`src/rtl/mips_loader_pkg.sv`:
```
// Shared types and constants for the MIPS boot-time program loader.
// Imported by the loader top level and its byte packer.
package mips_loader_pkg;

  typedef enum logic [2:0] {
    IDLE,
    HDR_HI,
    HDR_LO,
    DATA,
    DONE,
    ERR
  } loader_state_t;

  localparam int HDR_BYTES  = 2;
  localparam int WORD_BYTES = 4;

endpackage

```
`src/rtl/mips_prog_loader_byte_packer.sv`:
```
// Big-endian 8->32 assembler: the first byte of a word lands in bits 31:24.
// Emits a registered one-cycle word_valid pulse with the finished word.
module byte_packer
  import mips_loader_pkg::*;
(
  input  logic        clk,
  input  logic        rst_n,
  input  logic        clr,
  input  logic        in_fire,
  input  logic [7:0]  in_data,
  output logic        last_byte,
  output logic        word_valid,
  output logic [31:0] word
);

  logic [1:0]  byte_idx;
  logic [23:0] sh;

  assign last_byte = in_fire &&
    (byte_idx == 2'(WORD_BYTES - 1));

  always_ff @(posedge clk or negedge rst_n) begin
    if (!rst_n) begin
      byte_idx   <= '0;
      sh         <= '0;
      word_valid <= 1'b0;
      word       <= '0;
    end else begin
      word_valid <= last_byte;
      if (clr) begin
        byte_idx <= '0;
      end else if (in_fire) begin
        byte_idx <= byte_idx + 2'd1;
        sh       <= {sh[15:0], in_data};
        if (last_byte)
          word <= {sh, in_data};
      end
    end
  end

endmodule

```
`src/rtl/mips_prog_loader.sv`:
```
// Streams a length-prefixed program into instruction memory, holding
// the MIPS core in reset until the final word has been written.
module mips_prog_loader
  import mips_loader_pkg::*;
#(
  parameter int ADDR_W    = 8,
  parameter int NUM_WORDS = 64
) (
  input  logic              clk,
  input  logic              rst_n,
  input  logic              start,
  input  logic              in_valid,
  output logic              in_ready,
  input  logic [7:0]        in_data,
  output logic              imem_we,
  output logic [ADDR_W-1:0] imem_addr,
  output logic [31:0]       imem_wdata,
  output logic              core_rst_n,
  output logic              busy,
  output logic              done,
  output logic              err
);

  loader_state_t state, nxt;

  logic        fire;
  logic        dfire;
  logic        start_ok;
  logic        wlast;
  logic [7:0]  hdr_hi;
  logic [15:0] hdr_n;
  logic [15:0] nwords;
  logic [15:0] wcnt;

  assign fire     = in_valid && in_ready;
  assign dfire    = fire && (state == DATA);
  assign start_ok = start && !busy;
  assign hdr_n    = {hdr_hi, in_data};

  byte_packer u_pack (
    .clk        (clk),
    .rst_n      (rst_n),
    .clr        (start_ok),
    .in_fire    (dfire),
    .in_data    (in_data),
    .last_byte  (wlast),
    .word_valid (imem_we),
    .word       (imem_wdata)
  );

  always_ff @(posedge clk or negedge rst_n) begin
    if (!rst_n) state <= IDLE;
    else        state <= nxt;
  end

  always_comb begin
    nxt = state;
    unique case (state)
      IDLE, DONE, ERR:
        if (start) nxt = HDR_HI;
      HDR_HI:
        if (fire) nxt = HDR_LO;
      HDR_LO:
        if (fire) begin
          if (hdr_n == 16'd0)
            nxt = DONE;
          else if (hdr_n > 16'(NUM_WORDS))
            nxt = ERR;
          else
            nxt = DATA;
        end
      DATA:
        if (wlast && (wcnt == nwords - 16'd1))
          nxt = DONE;
      default: nxt = IDLE;
    endcase
  end

  always_comb begin
    in_ready   = 1'b0;
    busy       = 1'b0;
    done       = 1'b0;
    err        = 1'b0;
    core_rst_n = 1'b0;
    unique case (state)
      HDR_HI, HDR_LO, DATA: begin
        in_ready = 1'b1;
        busy     = 1'b1;
      end
      DONE: begin
        done       = 1'b1;
        core_rst_n = 1'b1;
      end
      ERR:     err = 1'b1;
      default: ;
    endcase
  end

  // Address is latched with the last byte so it lines up with the
  // packer's registered write strobe one cycle later.
  always_ff @(posedge clk or negedge rst_n) begin
    if (!rst_n) begin
      hdr_hi    <= '0;
      nwords    <= '0;
      wcnt      <= '0;
      imem_addr <= '0;
    end else begin
      if (start_ok)
        wcnt <= '0;
      if (fire && state == HDR_HI)
        hdr_hi <= in_data;
      if (fire && state == HDR_LO)
        nwords <= hdr_n;
      if (wlast) begin
        imem_addr <= ADDR_W'({wcnt, 2'b00});
        wcnt      <= wcnt + 16'd1;
      end
    end
  end

endmodule

```
`config.mk`:
```
export PLATFORM = sky130hd
export DESIGN_NAME = mips_prog_loader
export DESIGN_NICKNAME = d
export VERILOG_FILES = /design/src/rtl/mips_loader_pkg.sv /design/src/rtl/mips_prog_loader_byte_packer.sv /design/src/rtl/mips_prog_loader.sv
export SDC_FILE = /design/constraint.sdc
export NUM_CORES = 1
export LEC_CHECK = 0
export CAP_MARGIN = 40
export CORE_AREA = 8 8 153 155
export DETAILED_ROUTE_END_ITERATION = 6
export DIE_AREA = 0 0 161 163
export GPL_TIMING_DRIVEN = 1
export SETUP_SLACK_MARGIN = 0.3
export SLEW_MARGIN = 20
export SYNTH_ARGS = -nofsm -noshare
export SYNTH_HDL_FRONTEND = slang
export SYNTH_HIERARCHICAL = 1
export SYNTH_SLANG_ARGS = --single-unit
```
`constraint.sdc`:
```
create_clock -name clk -period 6.4 [get_ports clk]
set_input_delay 1.92 -clock clk [delete_from_list [all_inputs] [get_ports clk]]
set_output_delay 1.92 -clock clk [all_outputs]
set_load 0.01 [all_outputs]
```
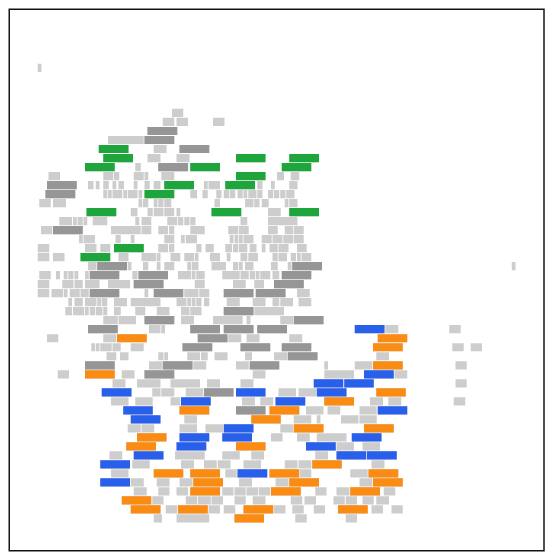
Run 1: sequential cells coloured by netlist name
Other sequential cells in the stronger grey, the rest of the logic in the fainter grey.
legend:
  orange:
    netlist_name: u_pack/word
    sequential_cells: 32
    where: bottom centre
  green:
    netlist_name: wcnt
    sequential_cells: 16
  blue:
    netlist_name: u_pack/sh
    sequential_cells: 24
register share of the cell area: 43.3%
post-layout util: 30.0%
Power Sequential: 1.10 mW
Flop area: 2700 um2

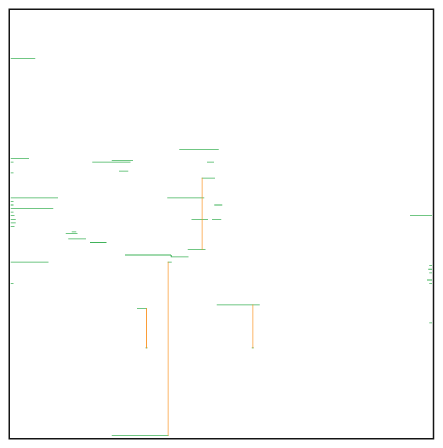
Run 1: metal layers overlaid
Only two layers are drawn.
legend:
  green:
    layer: met3
    wire_length: 251 um
  orange:
    layer: met4
    wire_length: 124 um
Post-Route WL: 10,800 um
mean routed wirelength per cell: 14.7 um
vias: 3,277

==> metrics.csv, run 1 <==
metric,value,unit
number of cells on the critical path,3,
Core Box Area,20800,um2
Initial DRC Count,172,
GP Congestion,0.839,
Mapped Area,5140,um2
count of tool warnings,26,
Setup WS pre-CTS,1840,ps
Worst Setup SP,state[1],
chip area,26200,um2
CP peak stage delay,570,ps
Overflow after GRT,0,
fin worst setup slack,2600,ps
GRT Total Usage,8.48,%
hold violation count in the final report,0,
vias in the first global route,3364,
status,"complete, no violations",
setup TNS,0,ps
Buffers excl. clock,61,
r2r startpoint,nwords[4],
maximum clock rate,0.263,GHz
M3 GR Usage,1.42,%
top flop regs,"u_pack/word: 32 flops, u_pack/sh: 24 flops",
Clk. pwr,559,uW
Final setup viols,0,
sw frac,31.7,%
combinational share of cell area,35.9,%
Max Slew Vio Count,0,
Post-Synth Adder-Cell Area,0.730,%
"Seq share, synth",52.5,%
flop count,108,
startpoint types,flip-flop,
CP Capture Type,output port,
Latency at later pin,340,ps
inverters,4,
largest register by flop count,u_pack/word,
post-layout minimum cycle time,3800,ps
max reg flops,32,
Post-synth ARST share,100,%
share of power burned in registers,45.6,%
"Reg clk slew, reported paths",70,ps
"Max FO, Critical Path",9,
Top-area cell share,52.5,%
layout cell share with drive strength beyond 1,26.0,%
Top power group,registers,
post-CTS sizing,0,
number of tap instances,275,
post-route cell area,6240,um2
most common logic cells in the final layout,"dfrtp_1 (108), mux2_2 (64), clkdlybuf4s50_1 (54)",
# diodes,0,
Top class by area,registers,
initial antenna violation count,0,
Hold Path End,u_pack/word[30],
total setup buffers inserted after CTS,0,
hold depth,1,
#FFs+latches synth,108,
first-pass GRT wire length,18300,um
top-count cell post-synth,dfrtp_1,
htree depth,3,
synth top area cells,"dfrtp_1 (53%), mux2_2 (14%), mux2_4 (5.8%)",
die y size,163,um
pwr/cell area,388,nW/um2
most frequent logic cell in the layout,dfrtp_1,
nets,471,
Reg2Reg Setup Slack,3660,ps
clkbuf count,11,
yosys warns,6,
highest routed layer,met4,
fin cells,736,
Switch Pwr,767,uW
"Cell Chain, Critical Path",or2b_2 -> nor2_1 -> clkdlybuf4s50_1,
Hold Path Origin,u_pack/word[30],
multi-input combinational cell area,2240,um2
mi-comb count,272,
CTS Hold Bufs,0,
reg2reg path depth,7,
vias per cell,4.45,
met3 WL,250,um
Clock Skew,8.02,ps
post-DP HPWL,7760,um
Final Cycle Share,59.5,%
DR WL met2,5370,um
RSZ-0062 raised after global routing,false,
Antenna Nets Post-Route,0,
WP data arrival,1880,ps
syn avg cell area,12.6,um2
DRT Pass-1 Iters,4,
Clock power frac,23.1,%
Die Wd,161,um
Crit path max-delay family,buffers and inverters,
worst reg2reg path endpoint,state[1],
Yosys Instances,407,
NonClk Buf Share,10.2,%
Logic pwr share,31.4,%
P&R area growth vs syn,21.3,%
largest net degree at the start of global routing,60,
CTS Buf Count,9,
"XOR Share, Synth",4.43,%
port buffer count,55,
yosys synthesis chip area,5140,um2
filler instances,2139,
gr busiest metal,met2,
area fraction in mux cells,21.0,%
peak ir drop on the vdd network,0.000180,V
row count,53,
met2 GRT Util,13.9,%
I/O pins,58,
initial core utilization,24.7,%
Worst-Margin Slew,758,ps
met1 usage,11.1,%
M1 WL,5050,um
simple share,11.2,%
critical path required time,4480,ps
placed cell area,5860,um2
clock-cell share of area,4.81,%
Clock Tree Buf Depth,2,
crit path capture,core_rst_n,
Placed Cells,716,
CTS sink count,108,
Dominant flop cell,dfrtp_1,
comb pwr,758,uW
"EDFF count, synth",0,
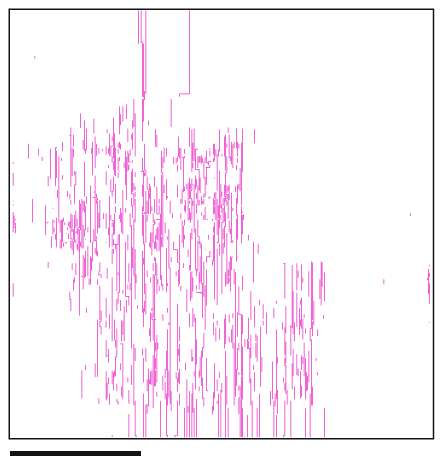
Run 1: the metal 2 layer
The bar under the picture is 50 um long.
longest straight run: 47.3 um
wire length on this layer: 5,370 um

Run 1, nets reached from selected ports:
The bar under the picture is 50 um long.
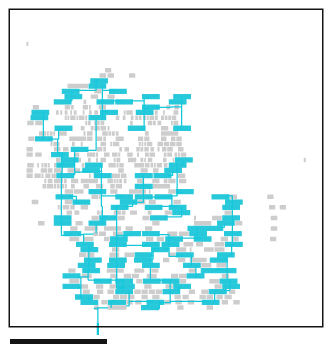

==> run 1 -> run 2 <==
==> constraint.sdc (replaced) <==
create_clock -name clk -period 3.9 [get_ports clk]
set_input_delay 1.17 -clock clk [delete_from_list [all_inputs] [get_ports clk]]
set_output_delay 1.17 -clock clk [all_outputs]
set_load 0.01 [all_outputs]
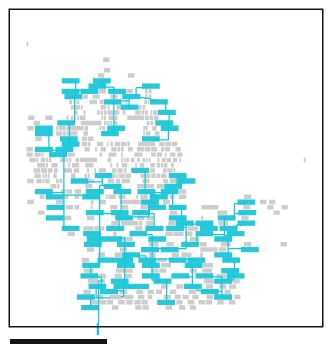
Run 2: nets reached from selected ports
The bar under the picture is 50 um long.
legend:
  cyan:
    port: rst_n
    bits: 1
    direction: input
    end_cells: 108
    buffers: 2
    wire: 778 um

==> run 2 against run 1 <==
  * Hold slack got worse by 0.68 ps
  * Cell count is 0.14% higher
  * Sequential share of layout area rose by 0.087 points
  * First-iteration DRC count shrank 23%
  * Combinational power rose by 62%
  * Die size did not move
  * Clock power rose by 76%
  * Critical path depth increased by 5
  * Setup slack worse by 1800 ps
  * Sequential cell count did not move
==> metrics.csv, run 2 <==
metric,value,unit,change
met1 usage,10.5,%,was 11.1%
syn avg cell area,12.6,um2,unchanged
most common logic cells in the final layout,"dfrtp_1 (108), mux2_2 (64), clkdlybuf4s50_1 (54)",,unchanged
crit path capture,wcnt[15],,was core_rst_n
Clock Skew,6.13,ps,was 8.02 ps
Post-Route WL,10800,um,about the same
met3 WL,271,um,was 250 um
first-pass GRT wire length,17900,um,"was 18,300 um"
"Reg clk slew, reported paths",70,ps,about the same
# diodes,0,,unchanged
placed cell area,5900,um2,was 5860 um2
max reg flops,32,,unchanged
hold violation count in the final report,0,,unchanged
Latency at later pin,350,ps,was 340 ps
post-DP HPWL,7720,um,was 7760 um
Post-Synth Adder-Cell Area,0.730,%,unchanged
Antenna Nets Post-Route,0,,unchanged
Flop area,2700,um2,unchanged
NonClk Buf Share,9.85,%,was 10.2%
pwr/cell area,645,nW/um2,was 388 nW/um2
synth top area cells,"dfrtp_1 (53%), mux2_2 (14%), mux2_4 (5.8%)",,unchanged
peak ir drop on the vdd network,0.000331,V,was 0.000180 V
area fraction in mux cells,21.0,%,unchanged
WP data arrival,3280,ps,was 1880 ps
Worst Setup SP,in_valid,,was state[1]
M1 WL,4990,um,was 5050 um
Yosys Instances,407,,unchanged
CP Capture Type,flip-flop,,was output port
M3 GR Usage,1.49,%,was 1.42%
most frequent logic cell in the layout,dfrtp_1,,unchanged
#FFs+latches synth,108,,unchanged
worst reg2reg path endpoint,state[1],,unchanged
Die Wd,161,um,unchanged
P&R area growth vs syn,21.0,%,was 21.3%
Worst-Margin Slew,716,ps,was 758 ps
largest net degree at the start of global routing,60,,unchanged
post-CTS sizing,0,,unchanged
multi-input combinational cell area,2230,um2,was 2240 um2
CTS Buf Count,9,,unchanged
post-layout minimum cycle time,3060,ps,
mean routed wirelength per cell,14.6,um,was 14.7 um
CP peak stage delay,520,ps,was 570 ps
Placed Cells,721,,was 716
inverters,4,,unchanged
combinational share of cell area,35.8,%,was 35.9%
"Max FO, Critical Path",24,,was 9
Clock power frac,24.5,%,was 23.1%
initial antenna violation count,0,,unchanged
post-layout util,29.9,%,was 30.0%
hold depth,1,,unchanged
DRT Pass-1 Iters,4,,unchanged
status,"complete, no violations",,unchanged
Clk. pwr,985,uW,was 559 uW
Overflow after GRT,0,,unchanged
DR WL met2,5290,um,was 5370 um
Power Sequential,1.80,mW,was 1.10 mW
GP Congestion,0.790,,was 0.839
chip area,26200,um2,unchanged
register share of the cell area,43.4,%,was 43.3%
highest routed layer,met4,,unchanged
vias in the first global route,3401,,"was 3,364"
die y size,163,um,unchanged
htree depth,3,,unchanged
Logic pwr share,30.6,%,was 31.4%
largest register by flop count,u_pack/word,,unchanged
critical path required time,4120,ps,was 4480 ps
flop count,108,,unchanged
sw frac,31.0,%,was 31.7%
Setup WS pre-CTS,527,ps,was 1840 ps
Top class by area,registers,,unchanged
"Cell Chain, Critical Path",clkdlybuf4s50_1 -> and2_1 -> and2_1 -> buf_4 -> and4_1 -> nand3_1 -> o211ai_1 -> o31ai_1,,was or2b_2 -> nor2_1 -> clkdlybuf4s50_1
Clock Tree Buf Depth,2,,unchanged
Crit path max-delay family,simple AND/OR/NAND/NOR gates,,was buffers and inverters
I/O pins,58,,unchanged
met2 GRT Util,14.0,%,was 13.9%
post-route cell area,6230,um2,was 6240 um2
filler instances,2151,,"was 2,139"
layout cell share with drive strength beyond 1,26.2,%,was 26.0%
"Seq share, synth",52.5,%,unchanged
"XOR Share, Synth",4.43,%,unchanged
Dominant flop cell,dfrtp_1,,unchanged
number of tap instances,275,,unchanged
yosys synthesis chip area,5140,um2,unchanged
setup TNS,0,ps,unchanged
Final setup viols,0,,unchanged
count of tool warnings,26,,unchanged
RSZ-0062 raised after global routing,false,,unchanged
number of cells on the critical path,8,,was 3
comb pwr,1.23,mW,was 758 uW
startpoint types,input pin,,was flip-flop
maximum clock rate,0.326,GHz,
Switch Pwr,1.25,mW,was 767 uW
fin cells,737,,was 736
mi-comb count,272,,unchanged
top-count cell post-synth,dfrtp_1,,unchanged
port buffer count,55,,unchanged
Initial DRC Count,133,,was 172
vias per cell,4.45,,about the same
r2r startpoint,nwords[4],,unchanged
Post-synth ARST share,100,%,unchanged
Top-area cell share,52.5,%,unchanged
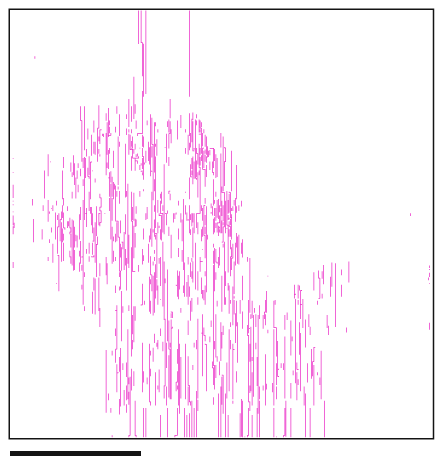
Run 2: the metal 2 layer
The bar under the picture is 50 um long.
main direction: vertical
longest straight run: 41.5 um
nets with wire on the layer: 418
share of all routed wire: 49%

Power is estimated from default activity; no workload was simulated.
